File: config.mk
export PLATFORM = sky130hd
export DESIGN_NAME = coherence_bus_ctrl_flat
export DESIGN_NICKNAME = d
export VERILOG_FILES = /design/src/rtl/coherence_bus_ctrl_if.sv /design/src/rtl/coherence_bus_ctrl.sv /design/src/flat_wrapper.sv
export SDC_FILE = /design/constraint.sdc
export NUM_CORES = 1
export LEC_CHECK = 0
export ABC_AREA = 0
export CAP_MARGIN = 20
export CORE_AREA = 2 2 349 351
export CTS_CLUSTER_DIAMETER = 60
export DETAILED_ROUTE_END_ITERATION = 12
export DIE_AREA = 0 0 351 353
export GPL_TIMING_DRIVEN = 1
export HOLD_SLACK_MARGIN = 0.15
export PLACE_DENSITY_LB_ADDON = 0.12
export SYNTH_ARGS = -nofsm -noshare
export SYNTH_HDL_FRONTEND = slang
export SYNTH_SLANG_ARGS = --single-unit
File: constraint.sdc
create_clock -name clk_i -period 6.5 [get_ports clk_i]
set_input_delay 1.95 -clock clk_i [delete_from_list [all_inputs] [get_ports clk_i]]
set_output_delay 1.95 -clock clk_i [all_outputs]
set_load 0.01 [all_outputs]
File: src/rtl/coherence_bus_ctrl_if.sv
// Bundle of per-core I/D cache, coherence and RAM signals around the coherence bus controller.
// The master modport is the controller's view; slave is the view of the cores and the RAM.
interface coherence_bus_ctrl_if #(
   parameter int CPUS   = 4,
   parameter int WORD_W = 32
);
   logic [CPUS-1:0]        iREN;
   logic [CPUS*WORD_W-1:0] iaddr;
   logic [CPUS-1:0]        iwait;
   logic [CPUS*WORD_W-1:0] iload;

   logic [CPUS-1:0]        dREN;
   logic [CPUS-1:0]        dWEN;
   logic [CPUS*WORD_W-1:0] daddr;
   logic [CPUS*WORD_W-1:0] dstore;
   logic [CPUS-1:0]        dwait;
   logic [CPUS*WORD_W-1:0] dload;

   logic [CPUS-1:0]        ccwrite;
   logic [CPUS-1:0]        cctrans;
   logic [CPUS-1:0]        ccwait;
   logic [CPUS-1:0]        ccinv;
   logic [CPUS*WORD_W-1:0] ccsnoopaddr;

   logic                   ramREN;
   logic                   ramWEN;
   logic [WORD_W-1:0]      ramaddr;
   logic [WORD_W-1:0]      ramstore;
   logic [WORD_W-1:0]      ramload;
   logic [1:0]             ramstate;

   modport master (
      input  iREN, iaddr, dREN, dWEN, daddr, dstore, ccwrite, cctrans, ramload, ramstate,
      output iwait, iload, dwait, dload, ccwait, ccinv, ccsnoopaddr,
             ramREN, ramWEN, ramaddr, ramstore
   );

   modport slave (
      output iREN, iaddr, dREN, dWEN, daddr, dstore, ccwrite, cctrans, ramload, ramstate,
      input  iwait, iload, dwait, dload, ccwait, ccinv, ccsnoopaddr,
             ramREN, ramWEN, ramaddr, ramstore
   );
endinterface

File: src/rtl/coherence_bus_ctrl.sv
// N-core coherence bus controller: round-robin data arbitration, snoop broadcast,
// cache-to-cache forwarding and a single-port RAM shared with instruction fetches.
module coherence_bus_ctrl #(
   parameter int CPUS   = 4,
   parameter int WORD_W = 32
) (
   input  logic                 clk_i,
   input  logic                 rst_i,
   coherence_bus_ctrl_if.master bus
);
   localparam int         IDW        = (CPUS > 1) ? $clog2(CPUS) : 1;
   localparam logic [1:0] RAM_ACCESS = 2'd2;

   typedef enum logic [2:0] {IDLE, ARB, SNOOP, C2C, MEM} state_t;

   state_t          state_q, state_d;
   logic [IDW-1:0]  dptr_q, dptr_d;
   logic [IDW-1:0]  iptr_q, iptr_d;
   logic [IDW-1:0]  req_q, req_d;
   logic [IDW-1:0]  resp_q, resp_d;

   logic [IDW:0]    iSel, dSel;
   logic [IDW-1:0]  iWin, dWin;
   logic [CPUS-1:0] dAny, reqMask, othersTrans, othersWrite;
   logic            ramReady;

   // Result MSB flags a hit; lower bits are the first candidate at or after ptr.
   function automatic logic [IDW:0] rrSearch(input logic [CPUS-1:0] cand,
                                            input logic [IDW-1:0]  ptr);
      logic [IDW:0] res;
      int           pos;
      res = '0;
      for (int i = CPUS - 1; i >= 0; i--) begin
         pos = (int'(ptr) + i) % CPUS;
         if (cand[pos[IDW-1:0]]) res = {1'b1, pos[IDW-1:0]};
      end
      return res;
   endfunction

   function automatic logic [IDW-1:0] nextId(input logic [IDW-1:0] id);
      return (int'(id) == CPUS - 1) ? '0 : id + 1'b1;
   endfunction

   assign dAny        = bus.dREN | bus.dWEN;
   assign iSel        = rrSearch(bus.iREN, iptr_q);
   assign dSel        = rrSearch(dAny, dptr_q);
   assign iWin        = iSel[IDW-1:0];
   assign dWin        = dSel[IDW-1:0];
   assign reqMask     = {{(CPUS-1){1'b0}}, 1'b1} << req_q;
   assign othersTrans = bus.cctrans & ~reqMask;
   assign othersWrite = bus.ccwrite & ~reqMask;
   assign ramReady    = (bus.ramstate == RAM_ACCESS);

   // Outputs depend on the live RAM status, so they are decoded from state each cycle;
   // reset forces every output back to its idle value without waiting for a clock.
   always_comb begin
      state_d         = state_q;
      dptr_d          = dptr_q;
      iptr_d          = iptr_q;
      req_d           = req_q;
      resp_d          = resp_q;
      bus.iwait       = '1;
      bus.dwait       = '1;
      bus.ccwait      = '0;
      bus.ccinv       = '0;
      bus.ramREN      = 1'b0;
      bus.ramWEN      = 1'b0;
      bus.ramaddr     = '0;
      bus.ramstore    = '0;
      bus.iload       = '0;
      bus.dload       = '0;
      bus.ccsnoopaddr = '0;

      if (!rst_i) begin
         case (state_q)
            IDLE: begin
               if (iSel[IDW]) begin
                  bus.ramREN                             = 1'b1;
                  bus.ramaddr                            = bus.iaddr[int'(iWin)*WORD_W +: WORD_W];
                  bus.iload[int'(iWin)*WORD_W +: WORD_W] = bus.ramload;
                  bus.iwait[iWin]                        = !ramReady;
                  if (ramReady) iptr_d = nextId(iWin);
               end
               if (|dAny) state_d = ARB;
            end

            ARB: begin
               bus.ccwait = '1;
               if (dSel[IDW]) begin
                  req_d   = dWin;
                  dptr_d  = nextId(dWin);
                  state_d = SNOOP;
               end else begin
                  state_d = IDLE;
               end
            end

            SNOOP: begin
               for (int k = 0; k < CPUS; k++) begin
                  if (k != int'(req_q)) begin
                     bus.ccwait[k]                     = 1'b1;
                     bus.ccinv[k]                      = bus.ccwrite[req_q];
                     bus.ccsnoopaddr[k*WORD_W +: WORD_W] = bus.daddr[int'(req_q)*WORD_W +: WORD_W];
                  end
               end
               if (|othersTrans) begin
                  state_d = SNOOP;
               end else if (|othersWrite) begin
                  for (int k = CPUS - 1; k >= 0; k--) begin
                     if (othersWrite[k]) resp_d = k[IDW-1:0];
                  end
                  state_d = C2C;
               end else begin
                  state_d = MEM;
               end
            end

            // The dirty copy goes to the requester and to RAM together, one word per ACCESS.
            C2C: begin
               bus.ccwait        = ~reqMask;
               bus.dload[int'(req_q)*WORD_W +: WORD_W] = bus.dstore[int'(resp_q)*WORD_W +: WORD_W];
               bus.ramWEN        = bus.dWEN[resp_q];
               bus.ramaddr       = bus.daddr[int'(resp_q)*WORD_W +: WORD_W];
               bus.ramstore      = bus.dstore[int'(resp_q)*WORD_W +: WORD_W];
               bus.dwait[resp_q] = !ramReady;
               bus.dwait[req_q]  = !ramReady;
               if (!bus.dWEN[resp_q]) state_d = IDLE;
            end

            MEM: begin
               bus.ccwait       = ~reqMask;
               bus.ramREN       = bus.dREN[req_q];
               bus.ramWEN       = bus.dWEN[req_q];
               bus.ramaddr      = bus.daddr[int'(req_q)*WORD_W +: WORD_W];
               bus.ramstore     = bus.dstore[int'(req_q)*WORD_W +: WORD_W];
               bus.dload[int'(req_q)*WORD_W +: WORD_W] = bus.ramload;
               bus.dwait[req_q] = !ramReady;
               if (!dAny[req_q]) state_d = IDLE;
            end

            default: state_d = IDLE;
         endcase
      end
   end

   always_ff @(posedge clk_i or posedge rst_i) begin
      if (rst_i) begin
         state_q <= IDLE;
         dptr_q  <= '0;
         iptr_q  <= '0;
         req_q   <= '0;
         resp_q  <= '0;
      end else begin
         state_q <= state_d;
         dptr_q  <= dptr_d;
         iptr_q  <= iptr_d;
         req_q   <= req_d;
         resp_q  <= resp_d;
      end
   end
endmodule
File: src/flat_wrapper.sv
// flat-port wrapper written by rule: the top's interface ports become plain ports
module coherence_bus_ctrl_flat 
#(
   parameter int CPUS   = 4,
   parameter int WORD_W = 32
)
  (clk_i, rst_i, bus_iREN, bus_iaddr, bus_dREN, bus_dWEN, bus_daddr, bus_dstore, bus_ccwrite, bus_cctrans, bus_ramload, bus_ramstate, bus_iwait, bus_iload, bus_dwait, bus_dload, bus_ccwait, bus_ccinv, bus_ccsnoopaddr, bus_ramREN, bus_ramWEN, bus_ramaddr, bus_ramstore);
  coherence_bus_ctrl_if #(.CPUS(CPUS), .WORD_W(WORD_W)) bus_i ();
  input  logic clk_i;
  input  logic rst_i;
  input wire logic [$bits(bus_i.iREN)-1:0] bus_iREN;
  input wire logic [$bits(bus_i.iaddr)-1:0] bus_iaddr;
  input wire logic [$bits(bus_i.dREN)-1:0] bus_dREN;
  input wire logic [$bits(bus_i.dWEN)-1:0] bus_dWEN;
  input wire logic [$bits(bus_i.daddr)-1:0] bus_daddr;
  input wire logic [$bits(bus_i.dstore)-1:0] bus_dstore;
  input wire logic [$bits(bus_i.ccwrite)-1:0] bus_ccwrite;
  input wire logic [$bits(bus_i.cctrans)-1:0] bus_cctrans;
  input wire logic [$bits(bus_i.ramload)-1:0] bus_ramload;
  input wire logic [$bits(bus_i.ramstate)-1:0] bus_ramstate;
  output wire logic [$bits(bus_i.iwait)-1:0] bus_iwait;
  output wire logic [$bits(bus_i.iload)-1:0] bus_iload;
  output wire logic [$bits(bus_i.dwait)-1:0] bus_dwait;
  output wire logic [$bits(bus_i.dload)-1:0] bus_dload;
  output wire logic [$bits(bus_i.ccwait)-1:0] bus_ccwait;
  output wire logic [$bits(bus_i.ccinv)-1:0] bus_ccinv;
  output wire logic [$bits(bus_i.ccsnoopaddr)-1:0] bus_ccsnoopaddr;
  output wire logic [$bits(bus_i.ramREN)-1:0] bus_ramREN;
  output wire logic [$bits(bus_i.ramWEN)-1:0] bus_ramWEN;
  output wire logic [$bits(bus_i.ramaddr)-1:0] bus_ramaddr;
  output wire logic [$bits(bus_i.ramstore)-1:0] bus_ramstore;
  assign bus_i.iREN = bus_iREN;
  assign bus_i.iaddr = bus_iaddr;
  assign bus_i.dREN = bus_dREN;
  assign bus_i.dWEN = bus_dWEN;
  assign bus_i.daddr = bus_daddr;
  assign bus_i.dstore = bus_dstore;
  assign bus_i.ccwrite = bus_ccwrite;
  assign bus_i.cctrans = bus_cctrans;
  assign bus_i.ramload = bus_ramload;
  assign bus_i.ramstate = bus_ramstate;
  assign bus_iwait = bus_i.iwait;
  assign bus_iload = bus_i.iload;
  assign bus_dwait = bus_i.dwait;
  assign bus_dload = bus_i.dload;
  assign bus_ccwait = bus_i.ccwait;
  assign bus_ccinv = bus_i.ccinv;
  assign bus_ccsnoopaddr = bus_i.ccsnoopaddr;
  assign bus_ramREN = bus_i.ramREN;
  assign bus_ramWEN = bus_i.ramWEN;
  assign bus_ramaddr = bus_i.ramaddr;
  assign bus_ramstore = bus_i.ramstore;
  coherence_bus_ctrl #(.CPUS(CPUS), .WORD_W(WORD_W)) u_core (.clk_i(clk_i), .rst_i(rst_i), .bus(bus_i));
endmodule
### Floorplan with the power grid, run 1

The bar under the picture is 100 um long. Pins as bars on the die edge.
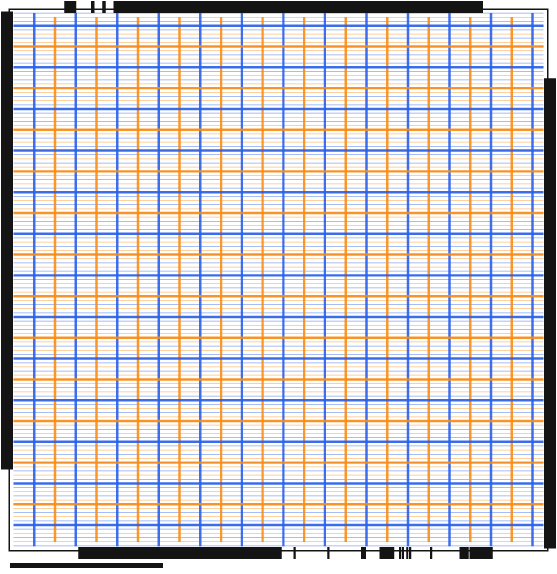
VDD: in orange. VSS: in blue.
25 straps on met4. 25 straps on met5. The core has 128 rows. 129 met1 rails follow the rows.

### Cell classes on the final placement, run 1

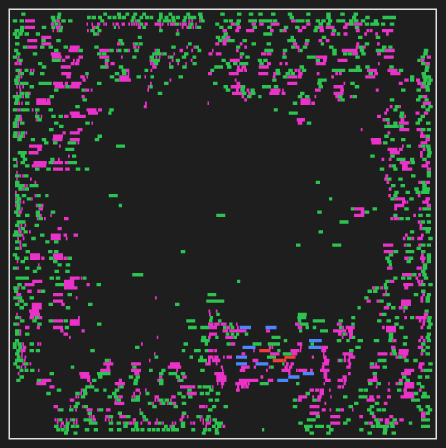
flip-flops: in blue, cells 11, share of their area 1.6%. all other logic: in magenta, cells 956, share of their area 44%. other buffers and delay cells: in green, cells 989, share of their area 54%. clock drivers and dummy loads: in red, cells 4, share of their area 0.43%.

### Clock network drawn from the DEF, run 1

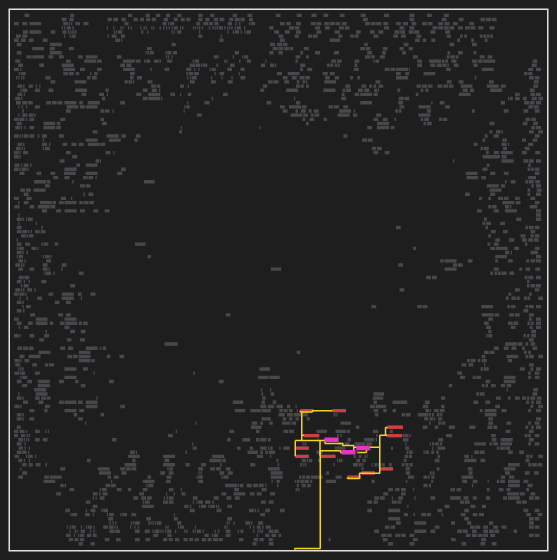
clock wires: in yellow, length 290 um. cells driving clock nets: in magenta, count 3. flip-flops: in red, count 11.
Position of the flops: south.

==> Slide: Implementation Results, run 1 <==
Physical Implementation Snapshot

Critical path
  – Most frequent CP cell: buf_4
  – Crit path largest cell delay: 0.28 ns
  – Crit. End Element: output pin
  – CP cell instances: dlygate4sd2_1, mux2i_1, nor2_1, nor3_2, buf_4, inv_1, ha_2, buf_4, nor3b_2, buf_4, nand3_4, buf_12, nor2_1, dlygate4sd2_1
  – Critical path's slowest cell: dlygate4sd2_1
  – Max Fanout on Critical Path: 16
  – WS Path Type: input pin to output pin
  – WP data arrival: between 4 and 5 ns
  – Critical path startpoint category: input pin

Cells and area
  – Top cell excl fill/tap: clkdlybuf4s50_1
  – Most frequent cells in the layout: 765 x clkdlybuf4s50_1, 305 x nor2_1, 133 x mux4_2, 115 x dlygate4sd2_1, 100 x and3_1
  – Non-Filler Instances: 3596
  – Layout cell share with drive strength beyond 1: 13.5%
  – Final instance area: approximately 20000 um^2
  – Fin nets: 2414
  – Synth-to-Final Area Change: 134%
  – FILL cells: 13657
  – Layout Utilization: 16.8%

Yosys
  – Yosys top cell by area: mux4_2
  – And+or+nand+nor area frac: just under 30%
  – Top non-seq family: multiplexers
  – Flops & latches, synth: 11
  – Adder share: under 10%
  – Area fraction in xor and xnor cells: 0.101%
  – Seq share, synth: 3.17%
  – Top cells by area: mux4_2 34%, nor2_1 13%, mux2i_1 11%
  – Ys async rst share: 100%
  – Mean Syn Cell Area: 7.96 um^2
  – Post-Synthesis Cells: around 1100
  – Synthesized area: ~8700 um^2
  – Post-synth mux share: between 40 and 50%
  – Yosys stat cell total: about 1100
  – AND-OR/OR-AND Cells, Area Fraction: ~13%
  – Mapped Nets: 1544
  – Yosys warnings: 0
  – EDFF count, synth: 0
  – Most common reg cell: dfrtp_1
  – Area reported by Yosys stat: approximately 8700 um^2
  – Top cell area share: 34.5%

Job
  – Max Cap Viol: 0
  – Log Warnings: 40

Clock network
  – H-tree Lvls: 1
  – Clock Root Buffer: clkbuf_16
  – Clock-pin slew on the worst setup and hold paths: 0.04 ns
  – Latency at later pin: 0.24 ns
  – CTS buffer count: 3
  – CTS max path bufs: 2

Detailed routing
  – Top layer in use: met5
  – Wirelength per Cell: ~25 um
  – Met3 WL: 6.62 mm
  – Antenna-violating nets left: 0
  – Met2 wire len: 47.1 mm
  – Routed wire length: 91.2 mm
  – Routed vias: 12956
  – DR DRC count: 0
  – Pre-Repair DR Iteration Count: 5
  – Post-DR vias/cell: 3.60
  – Metal-1 WL: 35.9 mm

Die
  – Die width: 351 um
  – Rows: around 130
  – Die Area: about 120000 um^2
  – # IOs: around 900
  – Init Core Util: 7.20%
  – Core ar.: 121000 um^2
  – Die Height: roughly 350 um

Final timing
  – Worst Clk Skew: 0.00148 ns
  – Relative slew margins: 48.6%
  – Hold Slack: 0.570 ns
  – Post-route minimum period: between 6 and 7 ns
  – Setup TNS Final: 0 ns
  – Unrepaired setup endpoints after global routing: false
  – Final setup fails: 0
  – Achievable Freq: 159 MHz
  – Fin. Hold Viols: 0
  – Worst-Margin Slew: roughly 0.77 ns
  – Fin crit share: 96.9%

Global routing
  – First-pass GRT wire length: 119 mm
  – Largest net degree at the start of global routing: 101
  – Global router's overall resource usage: between 10% and 20%
  – Initial antenna violation count: 26

Power
  – Psw: 0.00261 W
  – Clk pwr share: 2.4%
  – Switching share of power: 53.1%
  – Combinational share of power: 91.6%
  – PD cells: 242 nW/um^2
  – Peak supply drop: 0.228 mV

Place
  – Placed insts: roughly 3600
  – IO buf count: 905
  – GP Congestion: 0.756

Outcome
  – Run status: complete, no violations

Min path
  – Hold Path Class: register to register
-- run 1: timing repair --
action                                  in CTS  in global routing
endpoints found under the hold margin        0                  0
endpoints found under the setup margin     135                129
gates cloned                                 2                  2
setup buffers                                3                  0
pin swaps                                    0                  1
hold buffers                                 0                  0
gates resized                              148                 27
-- run 1: cell families (layout without fill, tap and decap cells) --
logic type                 count (synthesis)  count (layout)
buffers and inverters                    134            1003
AOI/OAI and AO/OA                        137             137
adders and majority gates                 13              13
muxes                                    233             233
xor gates and xnor gates                   1               1
DFF                                       11              11
and+or+nand+nor                          562             562
other                                      0              11
-- run 1: sequential cells by signal, summed over array words and instances (netlist names) --
register / cells
u_core.dptr_q: 2
u_core.iptr_q: 2
u_core.req_q: 2
u_core.resp_q: 2
u_core.state_q: 3
-- run 1: stage by stage --
step           setup slack, ns  power (W)
2_1_floorplan            0.559    0.00254
3_3_place_gp            -0.382    0.00482
3_5_place_dp            -0.327    0.00485
4_1_cts                0.00963    0.00504
5_1_grt                0.00113    0.00526
6_report                 0.203    0.00491
-- run 1: critical path, delay by kind of cell --
kind	cells	cell delay, ns
and+or+nand+nor	5	0.73
buffers and inverters	7	1.31
adders and majority gates	1	0.18
muxes	1	0.15
-- run 1: per-layer routing --
layer,track usage (%),up-vias
met5,0,-
met4,2.39,18
met3,3.50,58
met2,25.3,583
met1,15.8,6449
li1,-,5848
-- run 1: worst paths after layout --
path                             startpoint           endpoint  slack [ns]  cells past startpoint
min in group asynchronous             rst_i   u_core.iptr_q[0]        1.94                      3
min reg2reg                u_core.dptr_q[0]   u_core.dptr_q[0]        0.57                      1
max                             bus_iREN[0]      bus_iload[32]        0.20                     14
max reg2reg                 u_core.req_q[0]  u_core.state_q[2]        3.34                      7
min                        u_core.dptr_q[0]   u_core.dptr_q[0]        0.57                      1
max in group asynchronous             rst_i    u_core.req_q[1]        4.28                      3
-- run 1: power groups by stage --
stage                     clock [W]  combinational (W)  sequential (W)
final                      0.000115            0.00450        0.000297
after CTS                  0.000119            0.00461        0.000312
after floorplan                   0            0.00241        0.000124
after global placement            0            0.00451        0.000308
after global routing       0.000124            0.00482        0.000319
after detailed placement          0            0.00453        0.000314
-- run 1: cells in the mapped netlist (all sizes together), types with 2 or more instances --
library cell / number
ha: 13
o22a: 5
mux2: 3
a21o: 2
nor3b: 4
a21oi: 7
nand4: 4
and3b: 3
mux4: 133
dfrtp: 11
clkbuf: 77
nand2b: 6
and3: 100
nor4: 2
nor2: 309
nand3: 5
a22oi: 33
a22o: 33
buf: 47
o221ai: 32
o21a: 6
mux2i: 97
and2: 33
a211oi: 2
inv: 9
nand2: 77
nor3: 7
o21ai: 10
nor2b: 6
-- run 1: cell type report --
cell class / count / area (um^2) / share of cell area, %
timing repair buffer: 989 / 9870 / 48.6
multi-input combinational: 946 / 7980 / 39.3
tap: 1625 / 2030 / 10.0
sequential: 11 / 290 / 1.43
clock buffer: 4 / 78.8 / 0.388
inverter: 10 / 37.5 / 0.185
antenna: 11 / 27.5 / 0.135
## Run 2: what changed since run 1
- GPL_TIMING_DRIVEN: 1 -> 0
### Floorplan with the power grid, run 2

The bar under the picture is 100 um long. Pins as bars on the die edge.
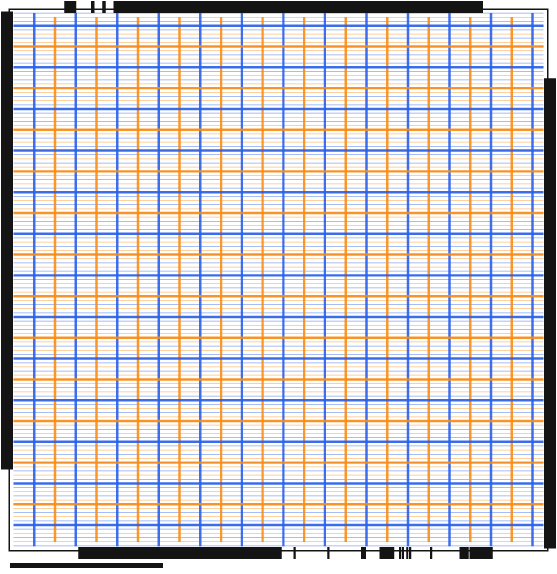
VDD: in orange. VSS: in blue.
25 straps on met4. 906 signal pins sit on the boundary. 25 straps on met5. The core has 128 rows. 129 met1 rails follow the rows.

### Cell classes on the final placement, run 2

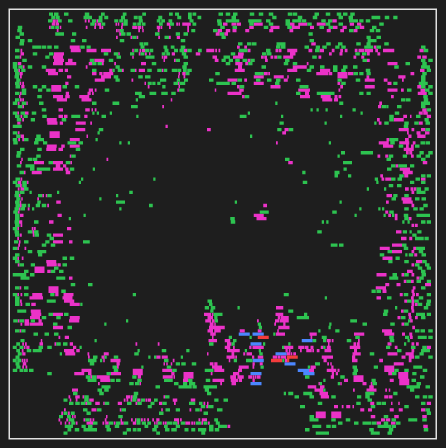
clock drivers and dummy loads: in red, cells 4, share of their area 0.43%. all other logic: in magenta, cells 956, share of their area 44%. other buffers and delay cells: in green, cells 1055, share of their area 54%. flip-flops: in blue, cells 11, share of their area 1.5%.

### Clock network drawn from the DEF, run 2

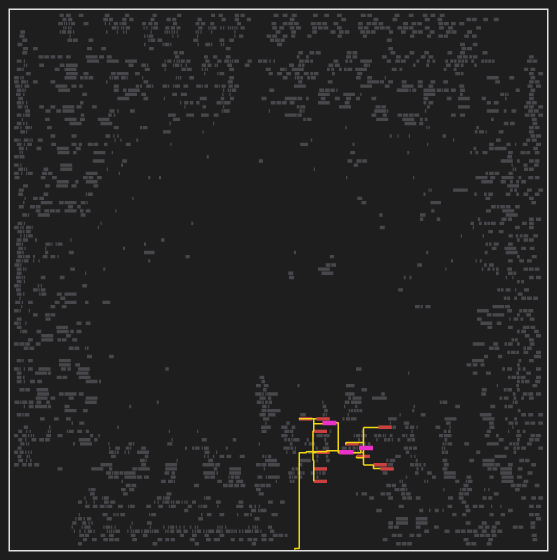
clock wires: in yellow, length 283 um. cells driving clock nets: in magenta, count 3. flip-flops: in red, count 11.
There are 4 routed clock nets. Position of the flops: south.

==> run 2 against run 1 <==
Hold slack improved by 0.0015 ns. Maximum frequency fell by 2.0%. Synthesized area did not move. Flip-flop count did not move. Global-route usage rose by 2.1 points. Sequential power fell by 54%. Critical path depth fell by 3. Setup slack got worse by 0.13 ns. Register-to-register slack got worse by 0.73 ns. Via count rose by 3.2%. Clock-buffer cell count did not move. Synthesized cell count did not move. Critical path type unchanged.
==> Slide: Implementation Results, run 2 <==
Physical Implementation Snapshot

Cells and area
  – Most flops, register: u_core.state_q
  – Largest register FFs: 3 (unchanged)
  – Top cell excl fill/tap: clkdlybuf4s50_1
  – Fin nets: 2480 (+2.7%)
  – Layout cell share with drive strength beyond 1: 12.8% (-0.74 points)

Clock network
  – Clock-pin slew on the worst setup and hold paths: 0.04 ns (about the same)
  – Hold_buf cts: 0 (unchanged)
  – CTS buffer count: 3 (unchanged)
  – CTS max path bufs: 2 (unchanged)
  – Latency at later pin: 0.24 ns (about the same)

Yosys
  – Post-Synthesis Cells: 1091 (unchanged)
  – Synthesized area: 8690 um^2 (unchanged)
  – Seq share, synth: 3.17% (unchanged)
  – EDFF count, synth: 0 (unchanged)
  – Count leader, synth: nor2_1
  – Commonest cells in the netlist: 309 x nor2_1, 133 x mux4_2, 100 x and3_1
  – Ys async rst share: 100% (unchanged)
  – Yosys warnings: 0 (unchanged)
  – Yosys stat cell total: 1091 (unchanged)
  – Mean Syn Cell Area: 7.96 um^2 (unchanged)
  – Yosys top cell by area: mux4_2
  – Top cells by area: mux4_2 34%, nor2_1 13%, mux2i_1 11%
  – Area reported by Yosys stat: 8690 um^2 (unchanged)
  – Top cell area share: 34.5% (unchanged)

Final timing
  – Relative slew margins: 32.4% (-16 points)
  – Fin crit share: 98.9% (+2.0 points)
  – Achievable Freq: 156 MHz (-2.0%)
  – Final setup fails: 0 (unchanged)
  – Post-route minimum period: 6.43 ns (+0.132 ns)
  – Worst Clk Skew: 0.00153 ns (+0.0000572 ns)
  – Fin. Hold Viols: 0 (unchanged)
  – Worst-Margin Slew: 1.01 ns (+0.242 ns)

Critical path
  – RR Endpoint: u_core.state_q[2]
  – Crit. End Element: output pin
  – CP top delay family: buffers and inverters
  – Worst Path Buf+Inv: 6 (-1)
  – Most frequent CP cell: buf_4
  – Critical path's slowest cell: clkdlybuf4s50_1
  – Critical path startpoint category: input pin
  – Crit path largest cell delay: 0.58 ns (+0.30 ns)
  – CP cell instances: clkdlybuf4s15_2, inv_1, and3_1, nor3_4, buf_4, ha_4, nand4b_1, buf_4, buf_4, nor2_1, clkdlybuf4s50_1
  – WS Path Type: input pin to output pin

Min path
  – Endpoint of the worst hold path: u_core.dptr_q[0]
  – WHS Path Cells: 1 (unchanged)
  – Hold Path Class: register to register

Die
  – Die Area: 124000 um^2 (unchanged)
  – Core ar.: 121000 um^2 (unchanged)
  – Rows: 128 (unchanged)
  – Die width: 351 um (unchanged)
  – Die Height: 353 um (unchanged)

Job
  – Max Cap Viol: 0 (unchanged)
  – Log Warnings: 38 (-5.0%)

Global routing
  – First-pass GRT wire length: 134 mm (+13%)
  – Global router's overall resource usage: 15.7% (+2.1 points)
  – Largest net degree at the start of global routing: 20 (-80%)

Detailed routing
  – Routed vias: 13372 (+3.2%)
  – DR DRC count: 0 (unchanged)
  – Post-DR vias/cell: 3.65 (+1.4%)
  – Routed wire length: 103 mm (+13%)
  – Antenna-violating nets left: 0 (unchanged)
  – Pre-Repair DR Iteration Count: 5 (unchanged)

Place
  – IO buf count: 904 (-0.11%)
  – GP Congestion: 0.817 (+8.1%)

Outcome
  – Run status: complete, no violations

Power
  – Peak supply drop: 0.116 mV (-49%)
  – PD cells: 249 nW/um^2 (+3.2%)
## run 2: worst max-delay path by stage
stage               depth (start not counted)  slack, ns        endpoint   startpoint
finish                                     11       0.07   bus_iload[26]  bus_iREN[3]
floorplan                                  12       0.56  bus_iload[100]  bus_iREN[0]
global placement                           14      -2.57  bus_iload[108]  bus_iREN[1]
global route                               14     -0.001  bus_iload[120]  bus_iREN[0]
detailed placement                         14      -2.59  bus_iload[108]  bus_iREN[1]
CTS                                        14      -0.16   bus_iload[91]  bus_iREN[1]
## run 2: area by class of cell
class	instances	area (um^2)
fill	13622	100000
timing repair buffer	934	9240
multi-input combinational	946	7940
tap	1625	2030
buffer	121	677
sequential	11	275
clock buffer	4	78.8
inverter	10	40.0
antenna	9	22.5
## run 2: what timing repair did
item	CTS	global route
resized	197	16
endpoints found under the setup margin	426	39
pin swaps	9	1
buffers inserted	20	0
## run 2: cells by family (layout without fill, tap and decap cells)
| family | after synthesis | count (layout) | synth area share (%) |
|---|---|---|---|
| compound gates | 137 | 137 | 12.5 |
| xor+xnor | 1 | 1 | 0.101 |
| fa+ha+maj | 13 | 13 | 1.87 |
| buf+inv | 134 | 1069 | 6.61 |
| flops | 11 | 11 | 3.17 |
| mux | 233 | 233 | 46.0 |
| other cells | 0 | 9 | 0 |
| simple gates | 562 | 562 | 29.7 |
## run 2: worst reg2reg max path, cell delays in order (launching register included)
cell,delay (ns)
dfrtp_1,0.44
buf_4,0.24
buf_6,0.23
buf_2,0.27
inv_1,0.30
ha_1,0.49
clkinv_2,0.42
a22o_1,0.39
or4b_1,0.57
or3_1,0.40
nand3_1,0.09
## run 2: report_power, final
group,total [W],internal (W),switching (W),leakage (nW)
logic,0.00481,0.00207,0.00274,7.55
clock network,0.000115,0.0000826,0.0000327,0.0382
registers,0.000136,0.000100,0.0000362,0.134
total,0.00507,0.00225,0.00281,7.72
## run 2: through the flow
step / instance area [um^2] / hold WS [ns] / TNS, ns / instances / setup slack, ns
after global routing: 20300 / 0.599 / -0.00107 / 3655 / -0.00107
after CTS: 20300 / 0.560 / -0.163 / 3650 / -0.163
after global placement: 19800 / 0.544 / -542.12 / 3620 / -2.57
after floorplan: 8690 / 0.504 / 0 / 1091 / 0.559
after detailed placement: 19900 / 0.540 / -509.62 / 3629 / -2.59
final: 20300 / 0.572 / 0 / 3660 / 0.0713
## run 2: per-layer routing
metal / part of all wire [%] / global-route usage, %
met1: 39 / 17.7
met2: 55 / 30.7
met3: 6.2 / 3.42
met4: 0.48 / 1.61
met5: 0.16 / 0
## Run 3: what changed since run 2
- CAP_MARGIN: 20 -> not set
### Floorplan with the power grid, run 3

The bar under the picture is 100 um long. Pins as bars on the die edge.
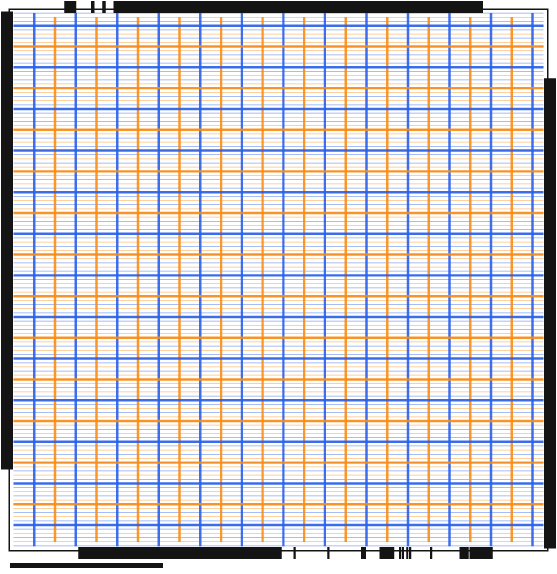
VDD: in orange. VSS: in blue.
129 met1 rails follow the rows. 25 straps on met4. 25 straps on met5.

### Clock network drawn from the DEF, run 3

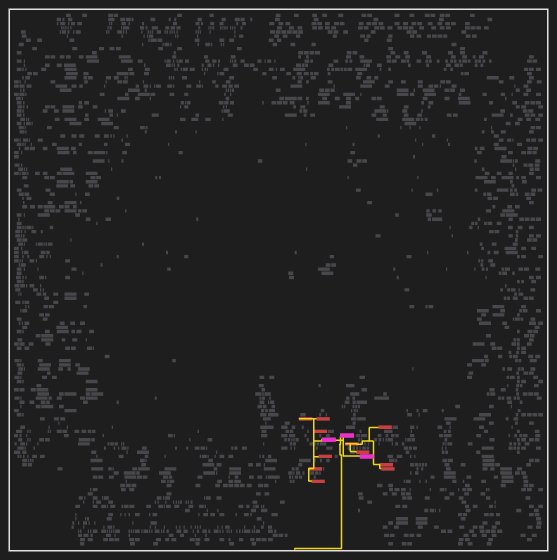
flip-flops: in red, count 11. clock wires: in yellow, length 291 um. cells driving clock nets: in magenta, count 3.
There are 4 routed clock nets.

### Cell classes on the final placement, run 3

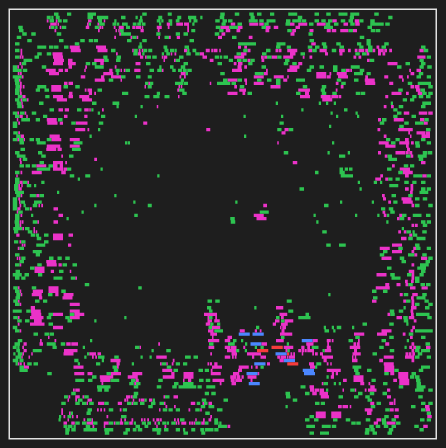
other buffers and delay cells: in green, cells 1051, share of their area 54%. flip-flops: in blue, cells 11, share of their area 1.5%. clock drivers and dummy loads: in red, cells 4, share of their area 0.44%. all other logic: in magenta, cells 956, share of their area 44%.

==> run 3 against run 2 <==
Maximum frequency up 0.70%. Global-route usage about the same. Largest power group unchanged. Power about the same. First-iteration DRC count up 17%. Flip-flop count unchanged. Utilization down 0.15 points. Clock-buffer cell count unchanged. Critical path depth down 6. Die area unchanged. Critical endpoint is now bus_ccsnoopaddr[31]. Critical path type unchanged. Via count up 0.18%. Wire length up 0.36%.
==> Slide: Implementation Results, run 3 <==
Physical Implementation Snapshot

Yosys
  – Cell Type Count: 52
  – Yosys stat cell total: 1091 (unchanged)
  – Top cells by area: mux4_2 34%, nor2_1 13%, mux2i_1 11%
  – Seq share, synth: 3.17% (unchanged)
  – Synthesized area: 8690 um^2 (unchanged)
  – Mean Syn Cell Area: 7.96 um^2 (unchanged)
  – Top cell area share: 34.5% (unchanged)
  – EDFF count, synth: 0 (unchanged)
  – Yosys warnings: 0 (unchanged)
  – Mapped Nets: 1544
  – Ys async rst share: 100% (unchanged)
  – Most common reg cell: dfrtp_1
  – Yosys top cell by area: mux4_2
  – Commonest cells in the netlist: 309 x nor2_1, 133 x mux4_2, 100 x and3_1
  – Area reported by Yosys stat: 8690 um^2 (unchanged)
  – Post-Synthesis Cells: 1091 (unchanged)
  – Flops & latches, synth: 11
  – Count leader, synth: nor2_1

Detailed routing
  – Wirelength per Cell: approximately 28 um
  – Routed vias: 13396 (+0.18%)
  – Routed wire length: 103 mm (+0.36%)
  – Number of DRC markers in iteration 0: 649
  – DR DRC count: 0 (unchanged)
  – Antenna-violating nets left: 0 (unchanged)
  – Post-DR vias/cell: 3.66 (+0.29%)
  – Pre-Repair DR Iteration Count: 5 (unchanged)

Clock network
  – H-tree Lvls: 1
  – Clock Root Buffer: clkbuf_16
  – Latency at later pin: 0.24 ns (about the same)
  – Total clock sinks: 11
  – CTS tree: done
  – Clock-pin slew on the worst setup and hold paths: 0.04 ns (about the same)
  – CTS max path bufs: 2 (unchanged)
  – CTS buffer count: 3 (unchanged)

Cells and area
  – Most flops, register: u_core.state_q
  – Fin nets: 2476 (-0.16%)
  – Synth-to-Final Area Change: 132%
  – Largest register FFs: 3 (unchanged)
  – Layout cell share with drive strength beyond 1: 14.5% (+1.7 points)
  – Non-Filler Instances: 3656 (-0.11%)
  – Top cell excl fill/tap: clkdlybuf4s50_1
  – Most frequent cells in the layout: 783 x clkdlybuf4s50_1, 305 x nor2_1, 133 x mux4_2, 100 x and3_1, 95 x mux2i_1

Critical path
  – WS Path Type: input pin to output pin
  – Worst Path Required: approximately 4.6 ns
  – Setup slack, reg-to-reg: 2.96 ns
  – Max Fanout on Critical Path: 10
  – Reg2Reg Depth: 9
  – Crit. End Element: output pin
  – Setup crit start: rst_i
  – Reg-to-Reg Start: u_core.req_q[1]
  – CP endpoint: bus_ccsnoopaddr[31]
  – Critical path startpoint category: input pin
  – WP data arrival: about 4.4 ns
  – RR Endpoint: u_core.resp_q[0]

Die
  – Core ar.: 121000 um^2 (unchanged)
  – Die width: 351 um (unchanged)
  – Rows: 128 (unchanged)
  – Die Height: 353 um (unchanged)
  – Die Area: 124000 um^2 (unchanged)
  – # IOs: 906
  – Init Core Util: 7.20%

Place
  – GP Congestion: 0.817 (unchanged)
  – IO buf count: 904 (unchanged)
  – Post-detail-place hpwl: between 80 and 90 mm
  – Placed insts: 3620 (-0.25%)

Final timing
  – Post-route minimum period: 6.38 ns (-0.0447 ns)
  – Final Max Slew Viols: 0
  – Worst Clk Skew: 0.000543 ns (-0.000991 ns)
  – Fin crit share: 98.2% (-0.69 points)
  – Relative slew margins: 17.3% (-15 points)
  – Achievable Freq: 157 MHz (+0.70%)
  – Final setup fails: 0 (unchanged)
  – Setup TNS Final: 0 ns (unchanged)
  – Fin. Hold Viols: 0 (unchanged)
  – Unrepaired setup endpoints after global routing: false
  – Worst-Margin Slew: 1.24 ns (+0.226 ns)

Job
  – Max Cap Viol: 0 (unchanged)
  – Log Warnings: 37 (-2.6%)

Power
  – Peak supply drop: 0.150 mV (+30%)
  – PD cells: 252 nW/um^2 (+0.93%)
  – Leak pwr: ~7.6 nW

Global routing
  – First-pass GRT wire length: 134 mm (+0.27%)
  – Largest net degree at the start of global routing: 21 (+5.0%)
  – Remaining global-route overflow: 0
  – Initial antenna violation count: 28
  – Global router's overall resource usage: 15.8% (+0.042 points)
  – Vias in the first global route: ~14000

Min path
  – Worst hold start: u_core.dptr_q[0]
  – Hold Path Class: register to register

Outcome
  – Run status: complete, no violations
run 3: cells by family (layout without fill, tap and decap cells):
| family | Yosys count | count (layout) | synth area share (%) |
|---|---|---|---|
| AND-OR/OR-AND | 137 | 137 | 12.5 |
| AND/OR/NAND/NOR | 562 | 562 | 29.7 |
| XOR/XNOR | 1 | 1 | 0.101 |
| flip-flops | 11 | 11 | 3.17 |
| buffers and inverters | 134 | 1065 | 6.61 |
| adder cells (fa/ha/maj) | 13 | 13 | 1.87 |
| other | 0 | 9 | 0 |
| multiplexers | 233 | 233 | 46.0 |
run 3: area by class of cell:
class,count,area [um^2]
fillers,13651,100000
repair buffers,930,9030
multi-input cells,946,7960
well taps,1625,2030
plain buffers,121,679
flip-flops and latches,11,275
clock buffers,4,78.8
inverters,10,45.0
diodes,9,22.5
run 3: where the power goes:
group | switching (W) | total (W) | leakage, nW | internal [W]
registers | 0.0000373 | 0.000137 | 0.134 | 0.000100
logic | 0.00276 | 0.00482 | 7.39 | 0.00205
clock network | 0.0000322 | 0.000115 | 0.0382 | 0.0000825
run 3: how the worst min path moves through the flow:
stage / to / slack, ns / cells after the start
after floorplan: u_core.dptr_q[0] / 0.50 / 1
after global placement: u_core.dptr_q[0] / 0.54 / 1
after detailed placement: u_core.dptr_q[0] / 0.53 / 1
after CTS: u_core.dptr_q[0] / 0.55 / 1
after global routing: u_core.dptr_q[0] / 0.57 / 1
final: u_core.dptr_q[0] / 0.56 / 1
run 3: worst max-delay path: stages:
cell and delay (ns):
clkbuf_4 0.25, nor2_4 0.42, clkbuf_1 0.81, and3_1 0.37, clkdlybuf4s50_1 0.60
run 3: stage by stage:
| stage | instance area, um^2 | total power, W | worst slack (ns) | utilization (%) | hold slack (ns) |
|---|---|---|---|---|---|
| 2_1_floorplan | 8690 | 0.00254 | 0.559 | - | 0.504 |
| 3_3_place_gp | 19800 | 0.00493 | -2.57 | 16.4 | 0.544 |
| 3_5_place_dp | 19800 | 0.00495 | -2.55 | 16.4 | 0.533 |
| 4_1_cts | 20200 | 0.00521 | 0.000627 | 16.7 | 0.553 |
| 5_1_grt | 20100 | 0.00542 | 0.000196 | 16.7 | 0.573 |
| 6_report | 20100 | 0.00507 | 0.116 | 16.7 | 0.560 |
run 3: layer usage:
layer / GRT usage [%] / up-vias / wire length (um)
li1: - / 5970 / -
met2: 30.6 / 608 / 55500
met4: 1.60 / 22 / 670
met1: 17.9 / 6746 / 39900
met3: 3.52 / 50 / 6810
met5: 0 / - / 157
run 3: what timing repair did:
action | CTS | global route
buffers inserted | 25 | 1
pin swaps | 10 | 1
hold buffers | 0 | 0
resized | 201 | 103
gates cloned | 0 | 0
setup endpoints to repair | 454 | 100
No activity file was given, so power comes from the tool's default toggle rates.
